--- config.mk ---
export PLATFORM = sky130hd
export DESIGN_NAME = timer_counter
export DESIGN_NICKNAME = d
export VERILOG_FILES = /design/src/rtl/timer_counter_pkg.sv /design/src/rtl/timer_counter.sv
export SDC_FILE = /design/constraint.sdc
export NUM_CORES = 1
export LEC_CHECK = 0
export CAP_MARGIN = 20
export CORE_AREA = 2 2 99 101
export DETAILED_ROUTE_END_ITERATION = 8
export DIE_AREA = 0 0 101 103
export GPL_TIMING_DRIVEN = 0
export PLACE_DENSITY = 0.78
export SLEW_MARGIN = 20
export SYNTH_ARGS = -nofsm -noshare
export SYNTH_HDL_FRONTEND = slang
export SYNTH_SLANG_ARGS = --single-unit
--- constraint.sdc ---
create_clock -name clk -period 3.3 [get_ports clk]
set_input_delay 0.66 -clock clk [delete_from_list [all_inputs] [get_ports clk]]
set_output_delay 0.66 -clock clk [all_outputs]
set_load 0.01 [all_outputs]
--- src/rtl/timer_counter_pkg.sv ---
// Shared constants for the bus-mapped timer: register offsets, FSM states,
// counting modes and CTRL bit positions.
package timer_counter_pkg;

    localparam logic [1:0] ADDR_CTRL   = 2'b00;
    localparam logic [1:0] ADDR_PRESET = 2'b01;
    localparam logic [1:0] ADDR_COUNT  = 2'b10;

    typedef enum logic [1:0] {
        IDLE = 2'd0,
        LOAD = 2'd1,
        CNT  = 2'd2,
        INT  = 2'd3
    } state_t;

    localparam logic [1:0] MODE_ONESHOT    = 2'b00;
    localparam logic [1:0] MODE_AUTORELOAD = 2'b01;

    localparam int unsigned CTRL_EN       = 0;
    localparam int unsigned CTRL_MODE_LSB = 1;
    localparam int unsigned CTRL_IM       = 3;

endpackage

--- src/rtl/timer_counter.sv ---
// Down-counting timer with one-shot / auto-reload modes, a maskable
// interrupt and a three-register bus interface.
module timer_counter
    import timer_counter_pkg::*;
(
    input  logic        clk,
    input  logic        reset,
    input  logic [31:2] Addr,
    input  logic        We,
    input  logic [31:0] Din,
    output logic [31:0] Dout,
    output logic        IRQ
);

    state_t      state;
    logic [3:0]  ctrl;
    logic [31:0] preset;
    logic [31:0] count;
    logic        irq_flag;

    logic [1:0]  sel;
    logic        wr_ctrl;
    logic        wr_preset;
    logic        unused_addr;

    assign sel         = Addr[3:2];
    assign wr_ctrl     = We && (sel == ADDR_CTRL);
    assign wr_preset   = We && (sel == ADDR_PRESET);
    assign unused_addr = ^Addr[31:4];

    always_ff @(posedge clk or posedge reset) begin
        if (reset) begin
            state    <= IDLE;
            ctrl     <= '0;
            preset   <= '0;
            count    <= '0;
            irq_flag <= 1'b0;
        end else begin
            case (state)
                IDLE: begin
                    if (ctrl[CTRL_EN])
                        state <= LOAD;
                end
                LOAD: begin
                    count <= preset;
                    state <= CNT;
                end
                CNT: begin
                    if (!ctrl[CTRL_EN]) begin
                        state <= IDLE;
                    end else if (count > 32'd1) begin
                        count <= count - 32'd1;
                    end else begin
                        count    <= '0;
                        irq_flag <= 1'b1;
                        state    <= INT;
                    end
                end
                INT: begin
                    if (ctrl[CTRL_MODE_LSB +: 2] == MODE_ONESHOT)
                        ctrl[CTRL_EN] <= 1'b0;
                    else
                        irq_flag <= 1'b0;
                    state <= IDLE;
                end
                default: state <= IDLE;
            endcase

            // Bus writes come last so they override any same-edge FSM update.
            if (wr_ctrl) begin
                ctrl     <= Din[3:0];
                irq_flag <= 1'b0;
            end
            if (wr_preset) begin
                preset   <= Din;
                irq_flag <= 1'b0;
            end
        end
    end

    always_comb begin
        Dout = '0;
        case (sel)
            ADDR_CTRL:   Dout = {28'b0, ctrl};
            ADDR_PRESET: Dout = preset;
            ADDR_COUNT:  Dout = count;
            default:     Dout = '0;
        endcase
    end

    assign IRQ = irq_flag & ctrl[CTRL_IM];

endmodule

==> results.sh, run 1 <==
# yosys + openroad results
export IMPL_r2r_setup_slack_ns=0.41
export IMPL_design_seq_count=71
export IMPL_comb_cell_share=0.4078
export IMPL_grtUsageMet2=0.4200
export IMPL_setup_viol=0
export IMPL_crit_arrival_ns=2.57
export IMPL_cp_slowest_cell="clkdlybuf4s50_1"
export IMPL_drt_met1_wl_mm=5.550
export IMPL_logic_family="AND-OR/OR-AND gates"
export IMPL_grt_overflow=0
export IMPL_powerClk_uw=757
export IMPL_edf_count=0
export IMPL_crit_required_ns=2.64
export IMPL_synth_xor_xnor_area_share=0
export IMPL_clock_area_frac=0.04061
export IMPL_die_width_um=101
export IMPL_final_cell_area_um2=5176
export IMPL_track_usage=0.2568
export IMPL_cp_start_kind="input port"
export IMPL_powerSeq_uw=1540
export IMPL_met3_usage=0.04746
export IMPL_async_flop_share=1.000
export IMPL_combPwrFrac=0.444
export IMPL_clk_pin_slew_ns=0.08
export IMPL_cts_setup_buffers=0
export IMPL_worst_setup_path_end_kind="primary output"
export IMPL_fin_crit_sh=0.9789
export IMPL_bufAreaShareNonClock=0.1745
export IMPL_syn_area_per_cell_um2=9.964
export IMPL_io_pins=98
export IMPL_clock_buffers=14
export IMPL_yosys_area_um2=4085
export IMPL_dpl_cell_area_um2=4931
export IMPL_cts_tree="built"
export IMPL_internal_power_uw=2388
export IMPL_fillers=852
export IMPL_status="complete, no violations"
-- run 1: final timing paths --
kind                                  from        end  cells after the start
worst max-delay path               Addr[2]    Dout[5]                      6
worst min-delay path            preset[30]  count[30]                      2
worst max register to register   count[10]   count[3]                      7
worst min register to register  preset[30]  count[30]                      2
max in group asynchronous            reset  preset[8]                      3
min in group asynchronous            reset  preset[0]                      2
-- run 1: metrics by stage --
step / total power, µW / utilization / hold WS (ns) / setup slack (ns) / cells
after floorplan: 2651 / - / 0.4761 / 0.7863 / 410
after global routing: 4372 / 0.5472 / 0.5484 / -0.02995 / 609
after CTS: 4103 / 0.5467 / 0.5352 / 0.03207 / 609
final: 4120 / 0.5472 / 0.5289 / 0.06966 / 609
after detailed placement: 3345 / 0.5213 / 0.5143 / -0.6086 / 593
after global placement: 3274 / 0.5189 / 0.5085 / -0.6281 / 592
-- run 1: critical path, delay by kind of cell --
| family | cells | cell delay (ns) |
|---|---|---|
| buf+inv | 4 | 1.56 |
| compound gates | 1 | 0.20 |
| simple gates | 1 | 0.15 |
-- run 1: layout by cell type (no fill, tap or decap), types with 3 or more instances in the layout --
cell type,instances
nand2b_1,4
o2bb2ai_1,3
o221ai_1,3
o31ai_1,8
or4_1,8
o41ai_1,5
inv_1,7
nand3_1,8
nand2_1,34
buf_4,4
or3_1,9
clkbuf_1,20
a21oi_1,14
nand4_1,4
a22o_1,34
o21ai_1,5
nor2_1,19
dfrtp_1,71
o311ai_0,5
nor3_1,8
o211ai_1,4
buf_6,4
and3_1,3
mux2i_1,4
o31a_1,3
clkdlybuf4s50_1,66
clkbuf_8,13
a31oi_1,10
nor4_1,5
buf_1,3
buf_2,3
mux2_2,35
o21ai_0,15
o22ai_1,11
a21boi_0,5
nor2b_1,5
Figure 1. Logic cells by family (run 1).
Drawn at 4 px/µm.
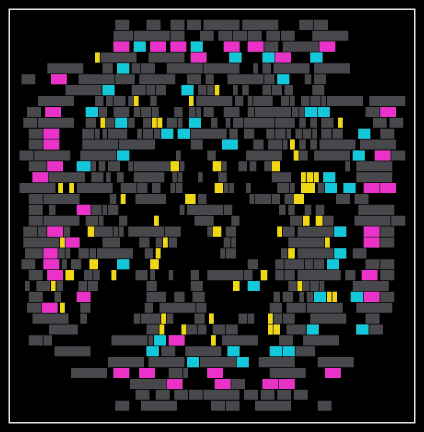
| family | color | cells | most used |
|---|---|---|---|
| non-inverting ao/oa cells | cyan | 40 | a22o_1 |
| nand cells | yellow | 53 | nand2_1 |
| mux cells | magenta | 39 | mux2_2 |

Figure 2. Routing congestion (run 1).
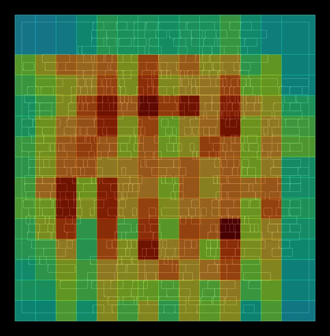
GR Layer Usage met1: 0.3299
GR peak layer: met2
Routed wire per std cell: 21.38 µm

Figure 3. Signal wires on met1 (run 1).
Drawn at 4 px/µm. Supply wires on this layer in gray.
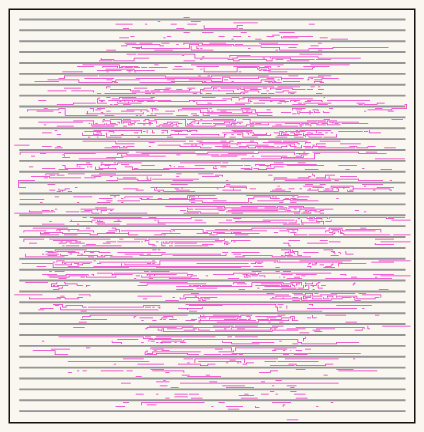
nets with wire on the layer: 474
longest straight run: 39.6 µm
share of all routed wire: 43%

==> inputs of run 2 (changes only) <==
- ABC_CLOCK_PERIOD_IN_PS: unset -> 3300
==> run 2 against run 1 <==
Compared with the run above: power stayed put; hold slack did not move; setup slack unchanged; first-iteration DRC count stayed put; clock power barely moved; routed wire length unchanged.
==> results.sh, run 2 <==
# yosys + openroad results
export IMPL_status="complete, no violations"
export IMPL_setup_viol=0
export IMPL_track_usage=0.2568
export IMPL_crit_required_ns=2.64
export IMPL_worst_setup_path_end_kind="primary output"
export IMPL_detail_route_wl_per_cell_um=21.38
export IMPL_clk_pin_slew_ns=0.08
export IMPL_cts_made_buffers=9
export IMPL_powerSeq_uw=1540
export IMPL_dp_slack_ns=-0.6086
export IMPL_internal_power_uw=2388
export IMPL_yosys_area_um2=4085
export IMPL_cts_tree="built"
export IMPL_grt_overflow=0
export IMPL_fin_crit_sh=0.9789
export IMPL_final_cell_area_um2=5176
export IMPL_syn_area_per_cell_um2=9.964
export IMPL_relSlewSlack=0.2121
export IMPL_power_total_uw=4120
export IMPL_async_flop_share=1.000
export IMPL_final_common_cell="dfrtp_1"
export IMPL_cts_setup_buffers=0
export IMPL_combPwrFrac=0.444
export IMPL_setup_slack_ns=0.06966
export IMPL_root_buffer="clkbuf_8"
export IMPL_num_vias=3847
export IMPL_edf_count=0
export IMPL_antenna_found_initial=0
export IMPL_dpl_cell_area_um2=4931
export IMPL_die_width_um=101
export IMPL_crit_arrival_ns=2.57
export IMPL_p_per_area_nw_per_um2=795.9
export IMPL_powerClk_uw=757
export IMPL_io_pins=98
export IMPL_clkLatencyLatePin_ns=0.36
export IMPL_cp_start_kind="input port"
export IMPL_final_cell_mix="dfrtp_1, clkdlybuf4s50_1, mux2_2"
export IMPL_yosys_area_top_type="dfrtp_1"
export IMPL_top_area_frac=0.4349
[run 2: cell counts after synthesis]
Identical to the previous run, type by type.
[run 2: logic make-up after synthesis]
group | Yosys count | share of synthesized area
buf+inv | 43 | 0.04839
compound gates | 136 | 0.2481
flops | 71 | 0.4349
simple gates | 119 | 0.1562
fa+ha+maj | 2 | 0.006125
mux | 39 | 0.1063
[run 2: metal layers]
layer	wire, µm	track usage	up-vias	part of all wire
met2	6259	0.4200	153	0.48
li1	-	-	1739	-
met4	357	0.1247	0	0.027
met3	852	0.04746	33	0.065
met5	0	0	-	0
met1	5550	0.3299	1922	0.43
[run 2: per-stage QoR]
stage / hold slack, ns / std cells
after floorplan: 0.4761 / 410
after global placement: 0.5085 / 592
after detailed placement: 0.5143 / 593
after CTS: 0.5352 / 609
after global routing: 0.5484 / 609
final: 0.5289 / 609
[run 2: worst max-delay path, cell delays in order]
cell	delay, ns
clkdlybuf4s50_1	0.59
nor2b_1	0.15
buf_2	0.20
buf_4	0.23
a22o_1	0.20
clkdlybuf4s50_1	0.54
[run 2: final timing paths]
path / start / end / slack (ns) / cells past startpoint
min in group asynchronous: reset / preset[0] / 0.66 / 2
worst min register to register: preset[30] / count[30] / 0.53 / 2
worst max register to register: count[10] / count[3] / 0.41 / 7
worst min-delay path: preset[30] / count[30] / 0.53 / 2
worst max-delay path: Addr[2] / Dout[5] / 0.07 / 6
max in group asynchronous: reset / preset[8] / 2.07 / 3
[run 2: area by class of cell]
| type | instances | area, µm² |
|---|---|---|
| clock inverter | 2 | 37.54 |
| clock buffer | 14 | 172.7 |
| inverter | 8 | 32.53 |
| sequential | 71 | 1777 |
| buffer | 35 | 197.7 |
| fill | 852 | 4283 |
| timing repair buffer | 69 | 705.7 |
| tap | 114 | 142.6 |
| multi-input combinational | 296 | 2111 |
Figure 4. Logic cells by family (run 2).
Drawn at 4 px/µm.
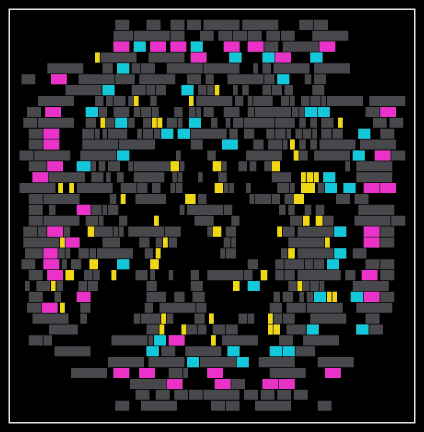
| family | color | cells | most used |
|---|---|---|---|
| nand cells | yellow | 53 | nand2_1 |
| mux cells | magenta | 39 | mux2_2 |
| non-inverting ao/oa cells | cyan | 40 | a22o_1 |

Figure 5. Routing congestion (run 2).
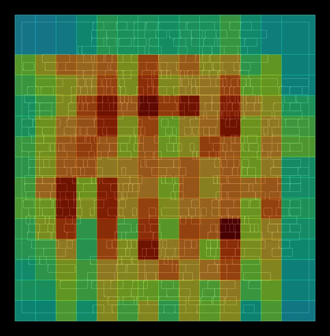
M2 GR Usage: 0.4200
final core utilization: 0.5472

==> inputs of run 3 (changes only) <==
- CTS_BUF_LIST: unset -> sky130_fd_sc_hd__clkbuf_8
Figure 6. Routing congestion (run 3).
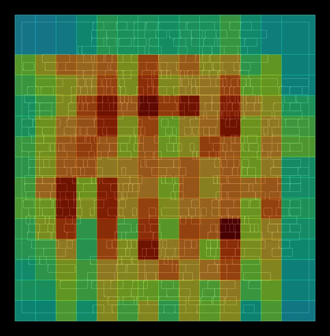
Routed wire per std cell: 21.38 µm
GRT Overall Usage: 0.2568
GR Util met3: 0.04746

Figure 7. Signal wires on met1 (run 3).
Drawn at 4 px/µm. Supply wires on this layer in gray.
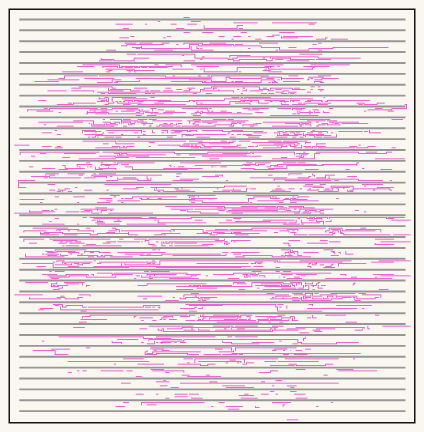
share of all routed wire: 42%
wire length on this layer: 5530 µm
longest straight run: 39.6 µm

==> run 3 against run 2 <==
Compared with the run above: register-to-register slack barely moved; combinational power barely moved; sequential share of layout area did not move; synthesized cell count did not move; non-clock buffer count did not move; sequential power barely moved; sequential cell count did not move; cell count did not move; die size did not move; routed wire length barely moved; cell area did not move; critical path type unchanged.
==> results.sh, run 3 <==
# yosys + openroad results
export IMPL_cts_setup_buffers=0
export IMPL_final_cell_area_um2=5176
export IMPL_power_total_uw=4114
export IMPL_cts_tree="built"
export IMPL_crit_required_ns=2.64
export IMPL_dp_slack_ns=-0.6086
export IMPL_antenna_found_initial=0
export IMPL_clk_pin_slew_ns=0.08
export IMPL_placedCellCount=593
export IMPL_clkLatencyLatePin_ns=0.36
export IMPL_syn_area_per_cell_um2=9.964
export IMPL_num_vias=3890
export IMPL_final_cell_mix="dfrtp_1, clkdlybuf4s50_1, mux2_2"
export IMPL_yosys_area_um2=4085
export IMPL_status="complete, no violations"
export IMPL_powerClk_uw=753
export IMPL_setup_viol=0
export IMPL_final_common_cell="dfrtp_1"
export IMPL_fillers=852
export IMPL_edf_count=0
export IMPL_cp_start_kind="input port"
export IMPL_relSlewSlack=0.2236
export IMPL_worst_setup_path_end_kind="primary output"
export IMPL_combPwrFrac=0.444
export IMPL_dpl_cell_area_um2=4931
export IMPL_rsz0062_at_grt="true"
export IMPL_yosys_area_top_type="dfrtp_1"
export IMPL_grt_overflow=0
export IMPL_internal_power_uw=2382
export IMPL_powerSeq_uw=1540
export IMPL_p_per_area_nw_per_um2=794.9
export IMPL_io_pins=98
export IMPL_cts_made_buffers=9
export IMPL_fin_util=0.5472
export IMPL_fin_crit_sh=0.9792
export IMPL_async_flop_share=1.000
export IMPL_crit_arrival_ns=2.57
export IMPL_die_width_um=101
## run 3: repair_timing
action	in CTS	in global routing
resized	14	6
hold buffers	0	0
gates cloned	0	0
setup endpoints to repair	32	27
## run 3: final timing paths
path,startpoint,endpoint,slack (ns),cells after the start
worst max register to register,count[10],count[3],0.41,7
max in group asynchronous,reset,preset[8],2.08,3
min in group asynchronous,reset,preset[0],0.66,2
worst min-delay path,preset[30],count[30],0.53,2
worst min register to register,preset[30],count[30],0.53,2
worst max-delay path,Addr[2],Dout[5],0.07,6
## run 3: logic make-up (layout without fill, tap and decap cells)
logic type / count (synthesis) / count (layout) / share of synthesized area
AND-OR/OR-AND: 136 / 136 / 0.2481
AND/OR/NAND/NOR: 119 / 119 / 0.1562
flip-flops: 71 / 71 / 0.4349
buffers and inverters: 43 / 128 / 0.04839
multiplexers: 39 / 39 / 0.1063
adder cells (fa/ha/maj): 2 / 2 / 0.006125
## run 3: routing by layer
layer	wire, µm	up-vias	track usage
met5	0	-	0
met4	396	0	0.1247
met3	882	39	0.04746
met2	6215	175	0.4200
met1	5526	1933	0.3299
li1	-	1743	-
## run 3: area by class of cell
cell class | instances | area, µm² | area share
Multi-Input combinational cell | 296 | 2111 | 0.4078
Clock buffer | 12 | 165.2 | 0.03191
Buffer | 35 | 197.7 | 0.03819
Sequential cell | 71 | 1777 | 0.3432
Timing Repair Buffer | 69 | 705.7 | 0.1363
Clock inverter | 4 | 45.04 | 0.008702
Tap cell | 114 | 142.6 | 0.02756
Inverter | 8 | 32.53 | 0.006285
## run 3: worst max-delay path: stages
cell	delay (ns)
clkdlybuf4s50_1	0.59
nor2b_1	0.15
buf_2	0.20
buf_4	0.23
a22o_1	0.20
clkdlybuf4s50_1	0.54
Power figures rest on the tool's default switching activity, not on a simulated workload.
